Fig. 1: routed metal per tile
The bar under the picture is 20 um long. The die is cut into 17 by 17 equal tiles; black is low, pale yellow is high, scaled to the fullest tile. Values are wire area over tile area, all layers added.
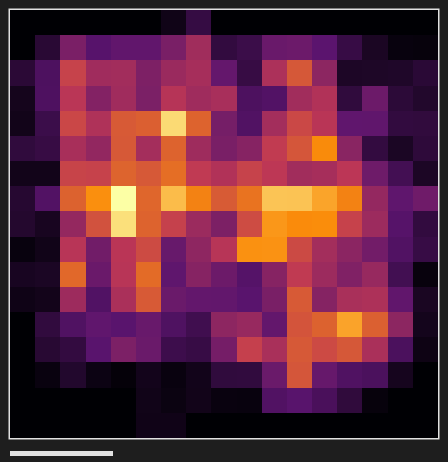
Fig. 2: M1 wires
The bar under the picture is 20 um long.
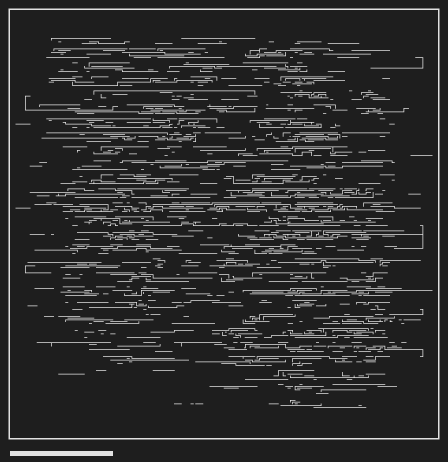
===== src/rtl/ethernet_packet_detector_pkg.sv =====
// -----------------------------------------------------------------------------
// ethernet_packet_detector_pkg
// Shared constants, FSM state encoding and field-check helpers for the
// byte-serial Ethernet frame checker.
// -----------------------------------------------------------------------------
package ethernet_packet_detector_pkg;

  localparam logic [7:0]  PREAMBLE_BYTE       = 8'h55;
  localparam logic [7:0]  SFD_BYTE            = 8'hD5;
  localparam logic [2:0]  PREAMBLE_LEN        = 3'd7;
  localparam logic [47:0] DEFAULT_STATION_MAC = 48'h001A_2B3C_4D5E;
  localparam logic [47:0] BROADCAST_MAC       = 48'hFFFF_FFFF_FFFF;

  localparam int          SIZE_W        = 11;
  localparam logic [10:0] MIN_FRAME     = 11'd64;
  localparam logic [10:0] MAX_FRAME     = 11'd1518;
  localparam logic [10:0] SIZE_SAT      = 11'h7FF;
  localparam logic [15:0] MAX_LENGTH    = 16'd1500;
  localparam logic [15:0] MIN_ETHERTYPE = 16'h0600;

  typedef enum logic [2:0] {
    ST_IDLE,
    ST_PREAMBLE,
    ST_DST,
    ST_SRC,
    ST_TYPE,
    ST_PAYLOAD,
    ST_DROP
  } state_e;

  // Destination accepted if it is our own address or broadcast.
  function automatic logic dst_match(input logic [47:0] mac,
                                     input logic [47:0] station);
    return (mac == station) || (mac == BROADCAST_MAC);
  endfunction

  // Source must be unicast (I/G bit of first wire byte clear) and non-zero.
  function automatic logic src_match(input logic [47:0] mac);
    return !mac[40] && (mac != 48'd0);
  endfunction

  // 802.3 length (<= 1500) or Ethernet II EtherType (>= 0x0600).
  function automatic logic type_match(input logic [15:0] tl);
    return (tl <= MAX_LENGTH) || (tl >= MIN_ETHERTYPE);
  endfunction

  function automatic logic size_match(input logic [10:0] size);
    return (size >= MIN_FRAME) && (size <= MAX_FRAME);
  endfunction

endpackage


===== src/rtl/ethernet_packet_detector.sv =====
// -----------------------------------------------------------------------------
// ethernet_packet_detector
// Parses preamble/SFD, destination, source and type/length of a byte-serial
// receive stream, checks total frame size and counts fully valid frames.
//
// Ports
//   clk                   in   rising-edge clock
//   reset                 in   asynchronous active-high reset
//   data[7:0]             in   receive byte, qualified by control
//   control               in   1 = byte in frame, 0 = idle / end of frame
//   preamble_valid        out  7 x 0x55 + SFD seen
//   dst_addr_valid        out  destination is STATION_MAC or broadcast
//   src_addr_valid        out  source is unicast and non-zero
//   type_length_valid     out  type/length <= 1500 or >= 0x0600
//   packet_size_valid     out  dst..last byte within 64..1518
//   valid_packet_counter  out  wrapping count of fully valid frames
// -----------------------------------------------------------------------------
module ethernet_packet_detector
  import ethernet_packet_detector_pkg::*;
#(
  parameter logic [47:0] STATION_MAC = DEFAULT_STATION_MAC
) (
  input  logic       clk,
  input  logic       reset,
  input  logic [7:0] data,
  input  logic       control,
  output logic       preamble_valid,
  output logic       dst_addr_valid,
  output logic       src_addr_valid,
  output logic       type_length_valid,
  output logic       packet_size_valid,
  output logic [3:0] valid_packet_counter
);

  state_e            state_q, state_d;
  logic [2:0]        pre_cnt_q, pre_cnt_d;
  logic [2:0]        field_cnt_q, field_cnt_d;
  logic [47:0]       shift_q, shift_d;
  logic [SIZE_W-1:0] size_q, size_d;

  logic       pre_ok_q, pre_ok_d;
  logic       dst_ok_q, dst_ok_d;
  logic       src_ok_q, src_ok_d;
  logic       type_ok_q, type_ok_d;
  logic       size_ok_q, size_ok_d;
  logic [3:0] vcnt_q, vcnt_d;

  // Field value including the byte being sampled this cycle, so the check
  // on the last byte of a field lands on the same edge that samples it.
  logic [47:0] field_word;
  logic        sfd_hit;
  logic        dst_last, src_last, type_last;
  logic [SIZE_W-1:0] size_inc;

  assign field_word = {shift_q[39:0], data};
  assign sfd_hit    = (data == SFD_BYTE) && (pre_cnt_q == PREAMBLE_LEN);
  assign dst_last   = (field_cnt_q == 3'd5);
  assign src_last   = (field_cnt_q == 3'd5);
  assign type_last  = (field_cnt_q == 3'd1);
  assign size_inc   = (size_q == SIZE_SAT) ? size_q : size_q + 11'd1;

  // ---------------------------------------------------------------------------
  // State register
  // ---------------------------------------------------------------------------
  // NOTE: sequential state uses non-blocking assignments so every flop samples
  // pre-edge values regardless of statement order.
  always_ff @(posedge clk or posedge reset) begin
    if (reset) begin
      state_q     <= ST_IDLE;
      pre_cnt_q   <= '0;
      field_cnt_q <= '0;
      shift_q     <= '0;
      size_q      <= '0;
      pre_ok_q    <= 1'b0;
      dst_ok_q    <= 1'b0;
      src_ok_q    <= 1'b0;
      type_ok_q   <= 1'b0;
      size_ok_q   <= 1'b0;
      vcnt_q      <= '0;
    end else begin
      state_q     <= state_d;
      pre_cnt_q   <= pre_cnt_d;
      field_cnt_q <= field_cnt_d;
      shift_q     <= shift_d;
      size_q      <= size_d;
      pre_ok_q    <= pre_ok_d;
      dst_ok_q    <= dst_ok_d;
      src_ok_q    <= src_ok_d;
      type_ok_q   <= type_ok_d;
      size_ok_q   <= size_ok_d;
      vcnt_q      <= vcnt_d;
    end
  end

  // ---------------------------------------------------------------------------
  // Next-state and datapath counters
  // ---------------------------------------------------------------------------
  always_comb begin
    // NOTE: every signal gets a default before the case so no path can leave
    // it unassigned and infer a latch.
    state_d     = state_q;
    pre_cnt_d   = pre_cnt_q;
    field_cnt_d = field_cnt_q;
    shift_d     = shift_q;
    size_d      = size_q;

    unique case (state_q)
      ST_IDLE: begin
        if (control) begin
          size_d      = '0;
          field_cnt_d = '0;
          if (data == PREAMBLE_BYTE) begin
            state_d   = ST_PREAMBLE;
            pre_cnt_d = 3'd1;
          end else begin
            state_d   = ST_DROP;
            pre_cnt_d = '0;
          end
        end
      end

      ST_PREAMBLE: begin
        if (!control) begin
          state_d = ST_IDLE;
        end else if ((data == PREAMBLE_BYTE) && (pre_cnt_q < PREAMBLE_LEN)) begin
          pre_cnt_d = pre_cnt_q + 3'd1;
        end else if (sfd_hit) begin
          state_d     = ST_DST;
          field_cnt_d = '0;
        end else begin
          state_d = ST_DROP;
        end
      end

      ST_DST: begin
        if (!control) begin
          state_d = ST_IDLE;
        end else begin
          shift_d = field_word;
          size_d  = size_inc;
          if (dst_last) begin
            field_cnt_d = '0;
            state_d     = dst_match(field_word, STATION_MAC) ? ST_SRC : ST_DROP;
          end else begin
            field_cnt_d = field_cnt_q + 3'd1;
          end
        end
      end

      ST_SRC: begin
        if (!control) begin
          state_d = ST_IDLE;
        end else begin
          shift_d = field_word;
          size_d  = size_inc;
          if (src_last) begin
            field_cnt_d = '0;
            state_d     = src_match(field_word) ? ST_TYPE : ST_DROP;
          end else begin
            field_cnt_d = field_cnt_q + 3'd1;
          end
        end
      end

      ST_TYPE: begin
        if (!control) begin
          state_d = ST_IDLE;
        end else begin
          shift_d = field_word;
          size_d  = size_inc;
          if (type_last) begin
            field_cnt_d = '0;
            state_d     = type_match(field_word[15:0]) ? ST_PAYLOAD : ST_DROP;
          end else begin
            field_cnt_d = field_cnt_q + 3'd1;
          end
        end
      end

      ST_PAYLOAD: begin
        if (!control) state_d = ST_IDLE;
        else          size_d  = size_inc;
      end

      ST_DROP: begin
        if (!control) state_d = ST_IDLE;
      end

      default: state_d = ST_IDLE;
    endcase
  end

  // ---------------------------------------------------------------------------
  // Registered flag and counter updates
  // ---------------------------------------------------------------------------
  always_comb begin
    pre_ok_d  = pre_ok_q;
    dst_ok_d  = dst_ok_q;
    src_ok_d  = src_ok_q;
    type_ok_d = type_ok_q;
    size_ok_d = size_ok_q;
    vcnt_d    = vcnt_q;

    unique case (state_q)
      ST_IDLE: begin
        // Flags from the previous frame are held until the next one starts.
        if (control) begin
          pre_ok_d  = 1'b0;
          dst_ok_d  = 1'b0;
          src_ok_d  = 1'b0;
          type_ok_d = 1'b0;
          size_ok_d = 1'b0;
        end
      end
      ST_PREAMBLE: if (control && sfd_hit) pre_ok_d = 1'b1;
      ST_DST: begin
        if (control && dst_last && dst_match(field_word, STATION_MAC))
          dst_ok_d = 1'b1;
      end
      ST_SRC: begin
        if (control && src_last && src_match(field_word)) src_ok_d = 1'b1;
      end
      ST_TYPE: begin
        if (control && type_last && type_match(field_word[15:0]))
          type_ok_d = 1'b1;
      end
      ST_PAYLOAD: begin
        if (!control) begin
          size_ok_d = size_match(size_q);
          if (size_match(size_q) && pre_ok_q && dst_ok_q && src_ok_q && type_ok_q)
            vcnt_d = vcnt_q + 4'd1;
        end
      end
      default: ;
    endcase
  end

  assign preamble_valid       = pre_ok_q;
  assign dst_addr_valid       = dst_ok_q;
  assign src_addr_valid       = src_ok_q;
  assign type_length_valid    = type_ok_q;
  assign packet_size_valid    = size_ok_q;
  assign valid_packet_counter = vcnt_q;

endmodule


===== config.mk =====
export PLATFORM = sky130hd
export DESIGN_NAME = ethernet_packet_detector
export DESIGN_NICKNAME = d
export VERILOG_FILES = /design/src/rtl/ethernet_packet_detector_pkg.sv /design/src/rtl/ethernet_packet_detector.sv
export SDC_FILE = /design/constraint.sdc
export NUM_CORES = 1
export LEC_CHECK = 0
export CAP_MARGIN = 20
export CORE_MARGIN = 3
export CORE_UTILIZATION = 61
export DETAILED_ROUTE_END_ITERATION = 6
export PLACE_DENSITY = 0.85
export SYNTH_ARGS = -nofsm -noshare
export SYNTH_HDL_FRONTEND = slang
export SYNTH_SLANG_ARGS = --single-unit
export TNS_END_PERCENT = 10

===== constraint.sdc =====
create_clock -name clk -period 6.15 [get_ports clk]
set_input_delay 1.5375 -clock clk [delete_from_list [all_inputs] [get_ports clk]]
set_output_delay 1.5375 -clock clk [all_outputs]
set_load 0.03 [all_outputs]

==> changes_impl.md <==
## Flow update

* Maximum VDD drop at ~0.00034 V
* Power Internal at roughly 1100 uW
* Adder share at 0.0241
* Hold Path Origin: valid_packet_counter[3]$_DFFE_PP0P_
* Global Route Usage Sum at 0.242
* CP required at 6380 ps
* Flops after synth at 69
* Worst R2R Start: state_q[1]$_DFFE_PP0P_
* Top non-seq family: simple AND/OR/NAND/NOR gates
* Syn Area/Cell at between 10 and 15 sq um
* Floorplan core density at 0.645
* Setup CP Type: primary input to register
* CTS tree: done
* HP Class: register to register
* Pwr per Cell Area at roughly 450 nW/um^2
* Clock Pin Slew Worst Setup and Hold Paths at roughly 80 ps
* Post-cts resize count at 0
* Area delta synth->final at 12.2%
* Seq share, synth at 0.475
* DP Worst Slack at approximately 2300 ps
* Max incr delay on CP at 890 ps
* Top-Level Pins at 20
* Reg2Reg Setup Slack at ~3400 ps
* Status: completed
* Vias in the first global route at approximately 2800
* MaxCap Viol Count at 0
* Core footprint at about 5600 sq um
* Final Hold Violating Endpoints at 0
* Area share, top type at 0.475
* Final Max Tran Viols at 0
* Routed wire per std cell at around 18 um
* Largest net degree at the start of global routing at around 70
* Data arrival time of the worst path at 3790 ps
* Yosys Chip Area at about 3600 sq um
* Drt total wl at approximately 7900 um
* Part of the power in combinational logic at 0.358
* Leakage power at around 0.0017 uW
* CP cell instances: clkdlybuf4s50_1 > nand2b_1 > a311o_1 > o21ai_1 > mux2i_1 > o31ai_1
* Setup TNS at 0 ps
* H-tree depth at 3
* Starting DRT DRC Count at ~210
* Netlist cell types at a little under 60
* Post-Synth Simple-Gate Area at 0.194
* Critical path fanouts, max at 19
* Count leader, synth: dfrtp_1
* Post-synth EDFFs at 0
Notes on Fig. 1 above:
tiles over half the peak	20%
densest ninth of the die	center
mean over tiles	0.18
emptiest ninth of the die	south-west

Notes on Fig. 2 above:
longest straight run	31.3 um
main direction	horizontal
wire length on this layer	3500 um
nets with wire on the layer	338
share of all routed wire	44%

cell families after synthesis:
logic type	after synthesis
AND/OR/NAND/NOR	116
buffers and inverters	22
flip-flops	69
adder cells (fa/ha/maj)	7
XOR/XNOR	8
multiplexers	44
AND-OR/OR-AND	63
metal layers:
layer | up-vias | track usage | part of all wire
li1 | 1314 | - | -
met1 | 1394 | 0.314 | 0.44
met2 | 97 | 0.392 | 0.49
met3 | 19 | 0.0387 | 0.046
met4 | 0 | 0.122 | 0.021
met5 | - | 0 | 0
worst max path at each step:
stage             from                          to  slack (ps)  cells past startpoint
6_report       control    pre_cnt_q[0]$_DFFE_PP0P_        2590                      6
5_1_grt        control    pre_cnt_q[0]$_DFFE_PP0P_        2370                      6
4_1_cts        control    pre_cnt_q[0]$_DFFE_PP0P_        2650                      6
3_5_place_dp   control    pre_cnt_q[0]$_DFFE_PP0P_        2270                      6
3_3_place_gp   control  field_cnt_q[1]$_DFFE_PP0P_        2270                      5
2_1_floorplan    reset  dst_addr_valid$_DFFE_PP0P_        2870                      1
placed cells by master, fill, tap and decap left out, drive strengths merged, types with 4 or more instances in the layout:
cell type and count:
dfrtp 69, mux2 41, clkdlybuf4s50 19, nand2 18, o21ai 17, nand4 16
nor2 14, inv 12, nor4 11, nand3 10, clkbuf 9, or4 8
xnor2 7, ha 7, nor3 7, nand2b 5, a211oi 5, o21a 5
a21oi 5, a22o 4, o31ai 4, nand3b 4, o2111a 4, clkinv 4
state kept, by name, summed over array words and instances, names as in the netlist:
name	flops
state_q	3
field_cnt_q	3
dst_addr_valid	1
preamble_valid	1
shift_q	40
src_addr_valid	1
packet_size_valid	1
pre_cnt_q	3
type_length_valid	1
valid_packet_counter	4
size_q	11
through the flow:
stage | power [uW] | util | cell area (sq um)
after detailed placement | 1500 | 0.694 | 3920
after CTS | 1820 | 0.723 | 4080
final | 1830 | 0.723 | 4080
after floorplan | 1310 | - | 3640
after global placement | 1460 | 0.690 | 3890
after global routing | 1960 | 0.723 | 4080
power by group through the flow:
stage	Clock [uW]	Sequential [uW]	Combinational (uW)
6_report	322	854	657
5_1_grt	348	881	727
4_1_cts	323	846	654
3_5_place_dp	0	851	647
3_3_place_gp	0	840	615
2_1_floorplan	0	764	544
cell type report:
type	instances	area, sq um	area share
inverters	12	45.0	0.0110
flip-flops and latches	69	1730	0.423
clock inverters	7	42.5	0.0104
clock buffers	9	124	0.0303
multi-input cells	238	1840	0.450
well taps	72	90.1	0.0221
repair buffers	21	218	0.0533
Power and IR drop assume default switching activity.
